### Gate families picked out

Scale bar: 20 µm.
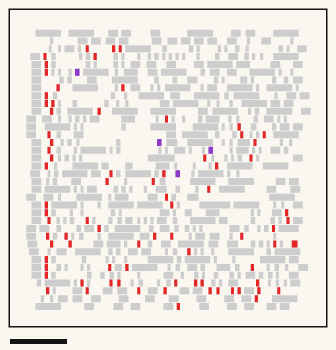
### Register map, names as in the netlist

Scale bar: 20 µm. Other sequential cells in the stronger gray, the rest of the logic in the fainter gray.
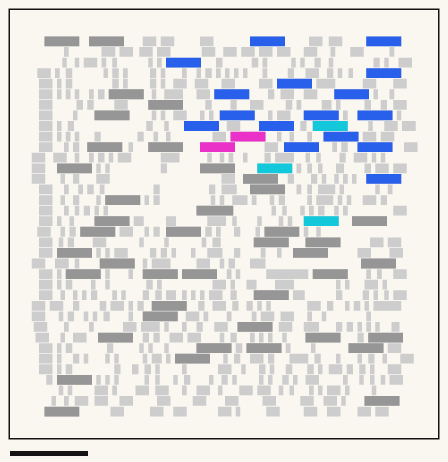
### Signal wires by layer

Scale bar: 20 µm.
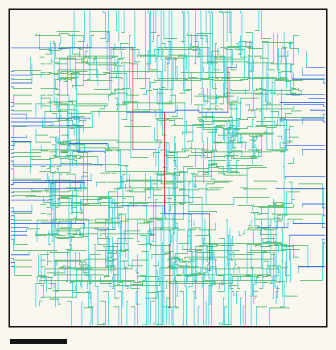
### Routing congestion map

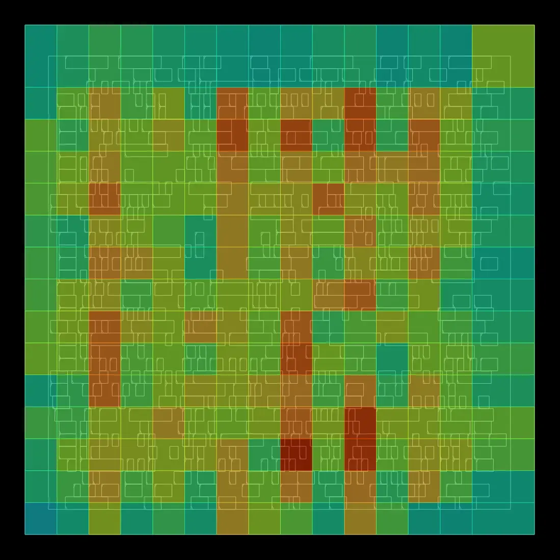
### A small window of the routed layout

Scale bar: 5 µm. Region (45, 67) to (65, 87) µm. Cells in gray, sequential cells in the stronger gray; small squares are vias.
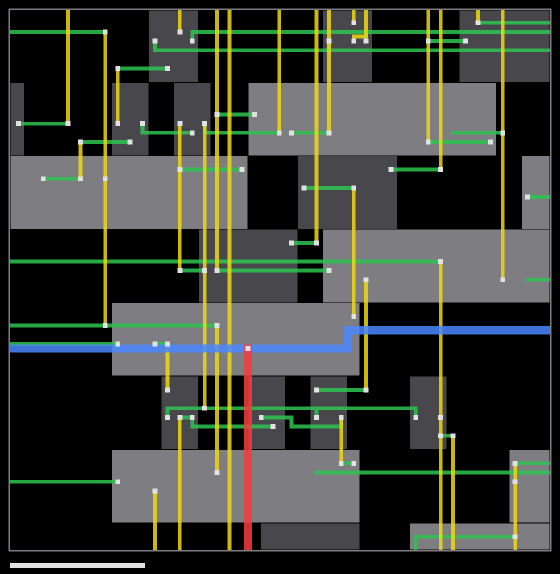
===== src/rtl/mem_port_arbiter.sv =====
// Two-requester round-robin arbiter in front of one single-port memory.
// One access is in flight at a time: IDLE picks a winner, ISSUE drives the
// memory strobe for one cycle, reads then wait RD_LAT cycles before the
// RESP cycle returns the data.
// Optional build macro MEM_ARB_STATS_EN adds per-requester grant counters
// (gnt_cnt0/gnt_cnt1) and a synchronous stats_clr input.
module mem_port_arbiter #(
  parameter int unsigned ADDR_W = 16,
  parameter int unsigned DATA_W = 16,
  parameter int unsigned RD_LAT = 1
) (
  input  logic              clk,
  input  logic              rst,
  input  logic [1:0]        req,
  input  logic [1:0]        we,
  input  logic [ADDR_W-1:0] addr0,
  input  logic [ADDR_W-1:0] addr1,
  input  logic [DATA_W-1:0] wdata0,
  input  logic [DATA_W-1:0] wdata1,
`ifdef MEM_ARB_STATS_EN
  input  logic              stats_clr,
  output logic [15:0]       gnt_cnt0,
  output logic [15:0]       gnt_cnt1,
`endif
  output logic [1:0]        gnt,
  output logic [1:0]        rvalid,
  output logic [DATA_W-1:0] rdata,
  output logic              busy,
  output logic              mem_wr,
  output logic              mem_rd,
  output logic [ADDR_W-1:0] mem_addr,
  output logic [DATA_W-1:0] mem_wr_data,
  input  logic [DATA_W-1:0] mem_rd_data
);

  if (RD_LAT == 0 || RD_LAT > 4) begin : g_rd_lat_check
    $error("mem_port_arbiter: RD_LAT must be in 1..4");
  end

  localparam logic [2:0] LatLast = 3'(RD_LAT);

  typedef enum logic [1:0] {StIdle, StIssue, StRdWait, StResp} state_t;

  state_t     state_q;
  logic       last_q;   // index of the last granted requester
  logic       win_q;    // requester owning the current access
  logic       we_q;
  logic [2:0] lat_cnt_q;
  logic       win;

  // Round-robin winner: on a tie, the requester that was not granted last.
  always_comb begin
    win = req[1];
    if (req == 2'b11) begin
      win = ~last_q;
    end
  end

  // Access FSM; every output is registered here.
  always_ff @(posedge clk or posedge rst) begin
    if (rst) begin
      state_q     <= StIdle;
      last_q      <= 1'b1;
      win_q       <= 1'b0;
      we_q        <= 1'b0;
      lat_cnt_q   <= 3'd0;
      gnt         <= 2'b00;
      rvalid      <= 2'b00;
      rdata       <= '0;
      busy        <= 1'b0;
      mem_wr      <= 1'b0;
      mem_rd      <= 1'b0;
      mem_addr    <= '0;
      mem_wr_data <= '0;
    end else begin
      gnt    <= 2'b00;
      rvalid <= 2'b00;
      mem_wr <= 1'b0;
      mem_rd <= 1'b0;
      unique case (state_q)
        StIdle: begin
          if (|req) begin
            win_q       <= win;
            last_q      <= win;
            we_q        <= we[win];
            gnt         <= win ? 2'b10 : 2'b01;
            mem_addr    <= win ? addr1 : addr0;
            mem_wr_data <= win ? wdata1 : wdata0;
            mem_wr      <= we[win];
            mem_rd      <= ~we[win];
            busy        <= 1'b1;
            state_q     <= StIssue;
          end
        end
        StIssue: begin
          if (we_q) begin
            busy    <= 1'b0;
            state_q <= StIdle;
          end else begin
            lat_cnt_q <= 3'd1;
            state_q   <= StRdWait;
          end
        end
        StRdWait: begin
          // Data is valid RD_LAT cycles after the strobe cycle.
          if (lat_cnt_q == LatLast) begin
            rdata   <= mem_rd_data;
            rvalid  <= win_q ? 2'b10 : 2'b01;
            state_q <= StResp;
          end else begin
            lat_cnt_q <= lat_cnt_q + 3'd1;
          end
        end
        StResp: begin
          busy    <= 1'b0;
          state_q <= StIdle;
        end
        default: state_q <= StIdle;
      endcase
    end
  end

`ifdef MEM_ARB_STATS_EN
  // Grant counters; a clear wins over a same-cycle grant.
  always_ff @(posedge clk or posedge rst) begin
    if (rst) begin
      gnt_cnt0 <= 16'd0;
      gnt_cnt1 <= 16'd0;
    end else if (stats_clr) begin
      gnt_cnt0 <= 16'd0;
      gnt_cnt1 <= 16'd0;
    end else begin
      if (gnt[0]) gnt_cnt0 <= gnt_cnt0 + 16'd1;
      if (gnt[1]) gnt_cnt1 <= gnt_cnt1 + 16'd1;
    end
  end
`endif

endmodule


===== config.mk =====
export PLATFORM = sky130hd
export DESIGN_NAME = mem_port_arbiter
export DESIGN_NICKNAME = d
export VERILOG_FILES = /design/src/rtl/mem_port_arbiter.sv
export SDC_FILE = /design/constraint.sdc
export NUM_CORES = 1
export LEC_CHECK = 0
export ABC_AREA = 1
export ABC_CLOCK_PERIOD_IN_PS = 3100
export CAP_MARGIN = 0
export CELL_PAD_IN_SITES_DETAIL_PLACEMENT = 1
export CELL_PAD_IN_SITES_GLOBAL_PLACEMENT = 1
export CORE_MARGIN = 5
export CORE_UTILIZATION = 31
export DETAILED_ROUTE_END_ITERATION = 8
export GPL_TIMING_DRIVEN = 0
export HOLD_SLACK_MARGIN = 0.08
export PLACE_DENSITY_LB_ADDON = 0.1
export SETUP_SLACK_MARGIN = 0.02
export SLEW_MARGIN = 15
export SYNTH_ARGS = -nofsm -noshare
export SYNTH_HDL_FRONTEND = slang
export SYNTH_SLANG_ARGS = --single-unit

===== constraint.sdc =====
create_clock -name clk -period 3.1 [get_ports clk]
set_clock_uncertainty 0.1 [all_clocks]
set_input_delay 0.62 -clock clk [delete_from_list [all_inputs] [get_ports clk]]
set_output_delay 0.62 -clock clk [all_outputs]
set_load 0.02 [all_outputs]

==> results.ini <==
[final_layout]
dominant_cells=flip-flops and latches
stdcell_count=705
final_util_pct=49.9
post-route-cell-area_mm2=0.00487
buffer_area_share_pct=31.7
comb_share_pct=22.6
n_all_buffers=161
clock_area_share_pct=3.88
layout.nets=655
antenna_cells=0
inv_count=78
nClkBuffers=10
logic_area_mm2=0.00110
ff_count=63
area_delta_synth_final_pct=57.0

[sta]
setup_tns_ns=0
timing.final.crit_share_pct=66.3
whs_ns=0.320
setup_violations=0
fmax_mhz=486
maxSlewHeadroom_pct=66.8
rsz0062_at_grt=no
tightest_slew_ns=0.498
hold_violations=0
setup_ws_ns=1.04
fin_crit_ns=2.06

[drt]
drt_iter0_drc=95
drt_pass1_iterations=4
drt-total-wl_um=9760
via_count=3099
via_per_inst=4.40
drc=0
wl_per_cell_um=13.8

[power_and_ir_drop]
switching_share_pct=41.9
p_clk_share_pct=15.7
peakVddDrop_uv=512
seq_power_share_pct=31.7
p_per_area_mw_per_mm2=927
p_sw_mw=1.89
power.internal_mw=2.62
p_leak_nw=2.56
power.total_mw=4.52

[worst_hold_path]
holdPathEnd=rvalid[0]$_DFF_PP0_
hp-class=register to register
whs_path_depth=1

[cts]
h-tree-depth=3
clk_latency_ns=0.34
cts_root_buf=clkbuf_8
tritoncts=built
cts_resized=0
cts_num_sinks=63
hold_buffers=0
clk_pin_slew_worst_paths_ns=0.08
postCtsSetupBuffers=0

[outcome]
outcome=finished, final reports clean

[worst_setup_path]
endpoint_kind=output port
crit_path_start=mem_addr[8]$_DFFE_PP0P_
path_cells=clkdlybuf4s50_1
regToRegSetupSlack_ns=1.49
critical_path.max_stage_delay_ns=0.61
cp_max_fo=2
cp_num_buf_inv=1
r2r_cells=7
crit_family=buffers and inverters
crit_path_top_delay_cell=clkdlybuf4s50_1
cp_data_arrival_time_ns=1.34
crit_path_start_kind=register
crit_required_ns=2.38
r2r-end=rdata[1]$_DFFE_PP0P_
critical_path_class=register to output port
r2r_start=lat_cnt_q[1]$_DFFE_PP0P_

[yosys]
adder_share_pct=0.806
synthTopCellsByCount=nand2_1, nand3_1, inv_1
ys_seq_share_pct=50.8
ys_ff=63
ys_sh_xor_pct=0
dominantRegCellSynth=dfrtp_1
synth_cell_types=16
synth-area-yosys_mm2=0.00310
synth_top_area_share_pct=50.0
ys_cells=416
yosys.area.top_type=dfrtp_1
topCellsByArea=dfrtp_1, nand2_1, nand3_1
synthCells=416
ys_sh_simple_pct=34.1
logic_family=simple AND/OR/NAND/NOR gates
synthArstFlopShare_pct=100
synth_top_cell_by_count=nand2_1
edf_count=0
yosysWarnings=0
synthAoiAreaFrac_pct=0.645
synth_nets=504

[placed_design]
post-place-ws_ns=0.872
placed_area_mm2=0.00468
gp_congestion=0.753
dp_cells=689
dp_hpwl_um=7440
numPortBuffers=139

[floorplanning]
tap_cells=133
die_h_um=110
rows=36
die_area_mm2=0.0121
core_area_mm2=0.00977
die_w_um=110

[job]
warning_count=27
cap_viol_max_count=0

[grt]
grt_pass1_wl_um=16000
track_usage_pct=17.1
grt_max_degree=39
grt_overflow=0
grt_pass1_vias=3348

-- 'Gate families picked out' (at the start) --
[red] inv cells | cells: 78 | most used: inv_1 | where: all over the die
[purple] aoi and oai cells | cells: 4 | where: center

-- 'Register map, names as in the netlist' (at the start) --
[magenta] rvalid | flops: 2
[blue] rdata | flops: 16
[cyan] lat_cnt_q | flops: 3
not colored: 42
Seq group: 1.43 mW
sequential cell area: 0.00158 mm²
flop share of the area: 32.4%

-- 'Signal wires by layer' (at the start) --
[blue] M3 | wire length: 660 µm
[red] M4 | wire length: 125 µm
[green] M1 | wire length: 4110 µm
[cyan] M2 | wire length: 4860 µm

-- 'Routing congestion map' (at the start) --
Global Route met1 Usage: 20.1%
GRT busiest layer: met2

-- 'A small window of the routed layout' (at the start) --
[red] M4
[green] M1
[blue] M3
[yellow] M2
cells with their middle in the window: 16
most frequent: dfrtp_1 (5), nand2_1 (3), clkdlybuf4s50_1 (3)
sequential cells in the window: 5
netlist names of flops here include: rdata (2), rvalid (2)

## cells in the final DEF, fill, tap and decap left out
master / Yosys / routed
buf_4: 5 / 5
inv_4: 0 / 1
dfstp_2: 1 / 1
clkinvlp_4: 0 / 1
clkdlybuf4s50_1: 0 / 139
o21ai_0: 2 / 2
nor2_1: 7 / 7
clkinv_4: 0 / 1
nor2_4: 2 / 2
dfrtp_1: 62 / 62
a21oi_1: 2 / 2
buf_12: 0 / 1
buf_6: 3 / 3
clkbuf_1: 4 / 5
clkinv_2: 0 / 3
inv_1: 76 / 75
nand3_1: 85 / 85
nand2_2: 2 / 2
inv_2: 2 / 2
ha_1: 2 / 2
nand2_1: 152 / 152
buf_2: 9 / 9
bufinv_16: 0 / 1
clkbuf_8: 0 / 9
## worst register-to-register path, stage by stage, from the launching register on
cell	delay, ns
dfrtp_1	0.41
inv_1	0.07
ha_1	0.13
nand2_1	0.08
inv_2	0.14
clkbuf_1	0.39
nand3_1	0.13
nand2_1	0.11
## metal layers
layer / wire length [µm] / global-route usage (%) / vias to the layer above
li1: - / - / 1554
met1: 4110 / 20.1 / 1451
met2: 4860 / 28.9 / 83
met3: 660 / 5.94 / 11
met4: 125 / 5.70 / 0
met5: 0 / 0 / -
## registers in the layout (all words and copies together) (netlist names), 2 cells and up, named ones only
name         count
lat_cnt_q        3
rdata           16
rvalid           2
mem_wr_data     16
gnt              2
mem_addr        16
## power groups by stage
stage          combinational [mW]  clock, mW  sequential [mW]
6_report                     2.37      0.711             1.43
5_1_grt                      2.61      0.779             1.49
4_1_cts                      2.43      0.736             1.44
3_5_place_dp                 2.41          0             1.45
3_3_place_gp                 2.36          0             1.44
2_1_floorplan               0.889          0             1.84
Power is estimated from default activity; no workload was simulated.
